[src/rtl/dd_timeout_scheduler_pkg.sv]
// Shared dd_engine timing widths and helpers for the timeout scheduler.
// Holds the expiry FIFO depth default next to the timer widths.
package dd_timeout_scheduler_pkg;

    localparam int TIME_W           = 16;
    localparam int TIMER_W          = 16;
    localparam int DD_TO_FIFO_DEPTH = 4;

    function automatic int clogb2(input int v);
        int r;
        r = 0;
        for (int i = 0; i < 31; i++) begin
            if ((1 << i) < v) r = i + 1;
        end
        return r;
    endfunction

endpackage

[src/rtl/dd_to_fifo.sv]
// Small first-word-fall-through FIFO for expired flow IDs.
// Output is zero while empty; pointers carry one extra wrap bit.
module dd_to_fifo
    import dd_timeout_scheduler_pkg::*;
#(
    parameter int W     = 6,
    parameter int DEPTH = DD_TO_FIFO_DEPTH
) (
    input  logic         clk,
    input  logic         rst,
    input  logic         push,
    input  logic [W-1:0] din,
    input  logic         pop,
    output logic [W-1:0] dout,
    output logic         full,
    output logic         empty
);

    localparam int AW = clogb2(DEPTH);

    logic [W-1:0] mem [DEPTH];
    logic [AW:0]  wr;
    logic [AW:0]  rd;
    logic         do_pop;
    logic         do_push;

    assign empty   = (wr == rd);
    assign full    = (wr[AW] != rd[AW]) && (wr[AW-1:0] == rd[AW-1:0]);
    assign do_pop  = pop & ~empty;
    assign do_push = push & (~full | do_pop);
    assign dout    = empty ? '0 : mem[rd[AW-1:0]];

    always_ff @(posedge clk or posedge rst) begin
        if (rst) begin
            wr <= '0;
            rd <= '0;
            for (int i = 0; i < DEPTH; i++) mem[i] <= '0;
        end else begin
            if (do_push) begin
                mem[wr[AW-1:0]] <= din;
                wr              <= wr + 1'b1;
            end
            if (do_pop) rd <= rd + 1'b1;
        end
    end

endmodule

[src/rtl/dd_timeout_scheduler.sv]
// Per-flow retransmission timer bank with round-robin expiry scan.
// Optional total expiry counter: define DD_TO_EXPIRY_CNT_EN.
module dd_timeout_scheduler
    import dd_timeout_scheduler_pkg::*;
#(
    parameter int FLOW_CNT   = 64,
    parameter int FLOW_ID_W  = clogb2(FLOW_CNT),
    parameter int FIFO_DEPTH = DD_TO_FIFO_DEPTH
) (
    input  logic                 clk,
    input  logic                 rst,
    input  logic [TIME_W-1:0]    now,
    input  logic                 upd_val,
    input  logic [FLOW_ID_W-1:0] upd_fid,
    input  logic                 upd_arm,
    input  logic [TIMER_W-1:0]   upd_amnt,
    output logic                 to_val,
    output logic [FLOW_ID_W-1:0] to_fid,
    input  logic                 to_rdy
`ifdef DD_TO_EXPIRY_CNT_EN
    ,
    output logic [31:0]          expiry_cnt
`endif
);

    logic [FLOW_CNT-1:0]  armed;
    logic [TIME_W-1:0]    deadline [FLOW_CNT];
    logic [FLOW_ID_W-1:0] ptr;
    logic [TIME_W-1:0]    age;
    logic                 expired;
    logic                 collide;
    logic                 push;
    logic                 pop;
    logic                 full;
    logic                 empty;

    // Wrap-safe: expired once now has reached the deadline within half range
    assign age     = now - deadline[ptr];
    assign expired = armed[ptr] & ~age[TIME_W-1];
    assign collide = upd_val & (upd_fid == ptr);
    assign push    = expired & ~full & ~collide;
    assign pop     = to_val & to_rdy;
    assign to_val  = ~empty;

    always_ff @(posedge clk or posedge rst) begin
        if (rst) begin
            armed <= '0;
        end else begin
            if (push) armed[ptr] <= 1'b0;
            if (upd_val) armed[upd_fid] <= upd_arm;
        end
    end

    always_ff @(posedge clk or posedge rst) begin
        if (rst) begin
            for (int i = 0; i < FLOW_CNT; i++) deadline[i] <= '0;
        end else if (upd_val && upd_arm) begin
            deadline[upd_fid] <= now + TIME_W'(upd_amnt);
        end
    end

    // Hold on an expired flow only while the FIFO is full and no update races it
    always_ff @(posedge clk or posedge rst) begin
        if (rst) begin
            ptr <= '0;
        end else if (~expired || ~full || collide) begin
            ptr <= ptr + FLOW_ID_W'(1);
        end
    end

`ifdef DD_TO_EXPIRY_CNT_EN
    always_ff @(posedge clk or posedge rst) begin
        if (rst) begin
            expiry_cnt <= '0;
        end else if (push) begin
            expiry_cnt <= expiry_cnt + 32'd1;
        end
    end
`else
`endif

    dd_to_fifo #(
        .W     (FLOW_ID_W),
        .DEPTH (FIFO_DEPTH)
    ) u_fifo (
        .clk   (clk),
        .rst   (rst),
        .push  (push),
        .din   (ptr),
        .pop   (pop),
        .dout  (to_fid),
        .full  (full),
        .empty (empty)
    );

endmodule

[config.mk]
export PLATFORM = sky130hd
export DESIGN_NAME = dd_timeout_scheduler
export DESIGN_NICKNAME = d
export VERILOG_FILES = /design/src/rtl/dd_timeout_scheduler_pkg.sv /design/src/rtl/dd_to_fifo.sv /design/src/rtl/dd_timeout_scheduler.sv
export SDC_FILE = /design/constraint.sdc
export NUM_CORES = 2
export LEC_CHECK = 0
export CAP_MARGIN = 5
export CORE_UTILIZATION = 25
export CTS_CLUSTER_DIAMETER = 100
export DETAILED_ROUTE_END_ITERATION = 8
export GPL_TIMING_DRIVEN = 0
export PLACE_DENSITY = 0.41
export REMOVE_ABC_BUFFERS = 1
export SLEW_MARGIN = 25
export SYNTH_ARGS = -nofsm -noshare
export SYNTH_HDL_FRONTEND = slang
export SYNTH_SLANG_ARGS = --single-unit
[constraint.sdc]
create_clock -name clk -period 89.5 [get_ports clk]
set_input_delay 22.375 -clock clk [delete_from_list [all_inputs] [get_ports clk]]
set_output_delay 22.375 -clock clk [all_outputs]
set_load 0.05 [all_outputs]
m1.png
Supply wires on this layer in gray.
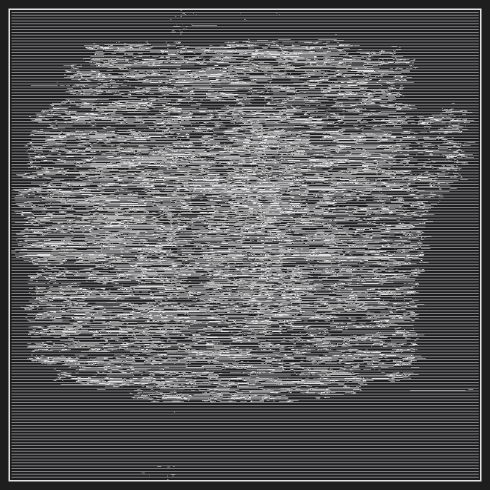
The wires run mostly horizontal. 4690 nets have wire on it. The longest straight run is 106 um. The layer carries 87.8 mm of wire. The layer holds 46% of the routed length.

==> Changelog: implementation <==
## Implementation

- Largest family of logic cells by area: AND-OR/OR-AND gates
- H-Tree Depth: 3
- Core Rows: 162
- Post-layout util: 30.6%
- Hold path depth: 2
- Clock-cell share: 7.10%
- Crit path kind: input port to flip-flop
- Multi-input gate area: 19700 um2
- GRT Total Usage: 19.0%
- Synth Instances: 4928
- Die X: 446 um
- Non-clk invs: 14
- Final critical-path setup slack: 63.20 ns
- FFs w/ async S/R, synth: 100%
- Register area: 28100 um2
- Top Ports: 50
- Total of max-cap violations: 0
- Switching Share: 37.5%
- Total number of vias: 37816
- Crit path time final: 26.30 ns
- Met3 GRT Util: 2.96%
- Flop count: 1124
- Combinational Power Share: 33.3%
- Cell count along the critical path: 14
- Non-clock buffering overhead: 7.28%
- Met2 wire len: 86.4 mm
- Top power group: sequential cells
- Largest cell class: sequential cells
- Worst reg2reg setup slack: 80.63 ns
- Xor+xnor area frac: 0.605%
- # clk buffers: 169
- Buffers, non-clock: 229
- Initial Utilization: 25.2%
- Root Buffer Master: clkbuf_16
- DRC Markers: 0
- Tot Pwr: 1.75 mW
- DP HPWL: 125 mm
- Global-route layer with the greatest usage: met2
- Outcome: completed
- Skew final: 0.0437 ns
- Critical Path RT: 90.14 ns
- Yosys stat cell total: 4928
- Hold Path End: deadline[879]
- Least-Margin Pin Slew: 1.12 ns
- Final TNS setup: 0 ns
- Fin. Hold Viols: 0
- Power density cells: 29.2 nW/um2
- Vias in the first global route: 37250
- Die area: 199000 um2
- CTS tree: done
- GRT overflow: 0
- Met1 Use GR: 26.7%
- Clock Sinks: 1124
- Slowest stage delay, CP: 0.64 ns
- Flop share of the area: 47.1%
- Critical R2R Launch: ptr[2]
- Setup crit start kind: input port
- Fa+ha+maj area frac: 0.931%
- P_leak: 25.2 nW
- Post-synth top flop: dfrtp_1
- Antenna Cells: 5
- Hold Slack: 0.476 ns
- Worst Setup EP: u_fifo.mem[1]
- Area grow syn2layout: 21.5%
- Core box area: 195000 um2
- Synth Seq Share: 57.2%
- Synthesized area: 49200 um2
- Biggest area cells: dfrtp_1 57%, o21ai_0 11%, nand2_1 8.2%
- Final Cell Area: 59800 um2
- Post-cts sizing count: 0
- Post-CTS setup buffer count: 0
- Fmax: 0.0380 GHz
- Synth Warn #: 0
- CP top delay family: simple AND/OR/NAND/NOR gates
- Crit Path Max Fanout: 12
- Crit-path cells: clkdlybuf4s50_1, ha_1, nand4_1, or2_2, nor3_1, o211ai_1, nor4_1, a211oi_1, xnor2_2, buf_6, buf_6, buf_6, nor4b_4, mux2_2
- Total Routed Length: 190 mm
- Max reg flops: 1024
- Compound Share, Synth: 20.7%
- CP most frequent cell: buf_6
- Type of element capturing the critical path: flip-flop
- Synth top area share: 57.2%
m2.png
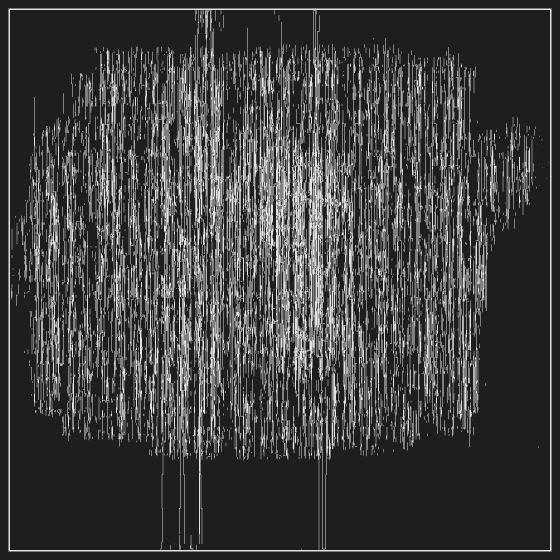
The longest straight run is 148 um. The wires run mostly vertical.

Power is estimated from default activity; no workload was simulated.
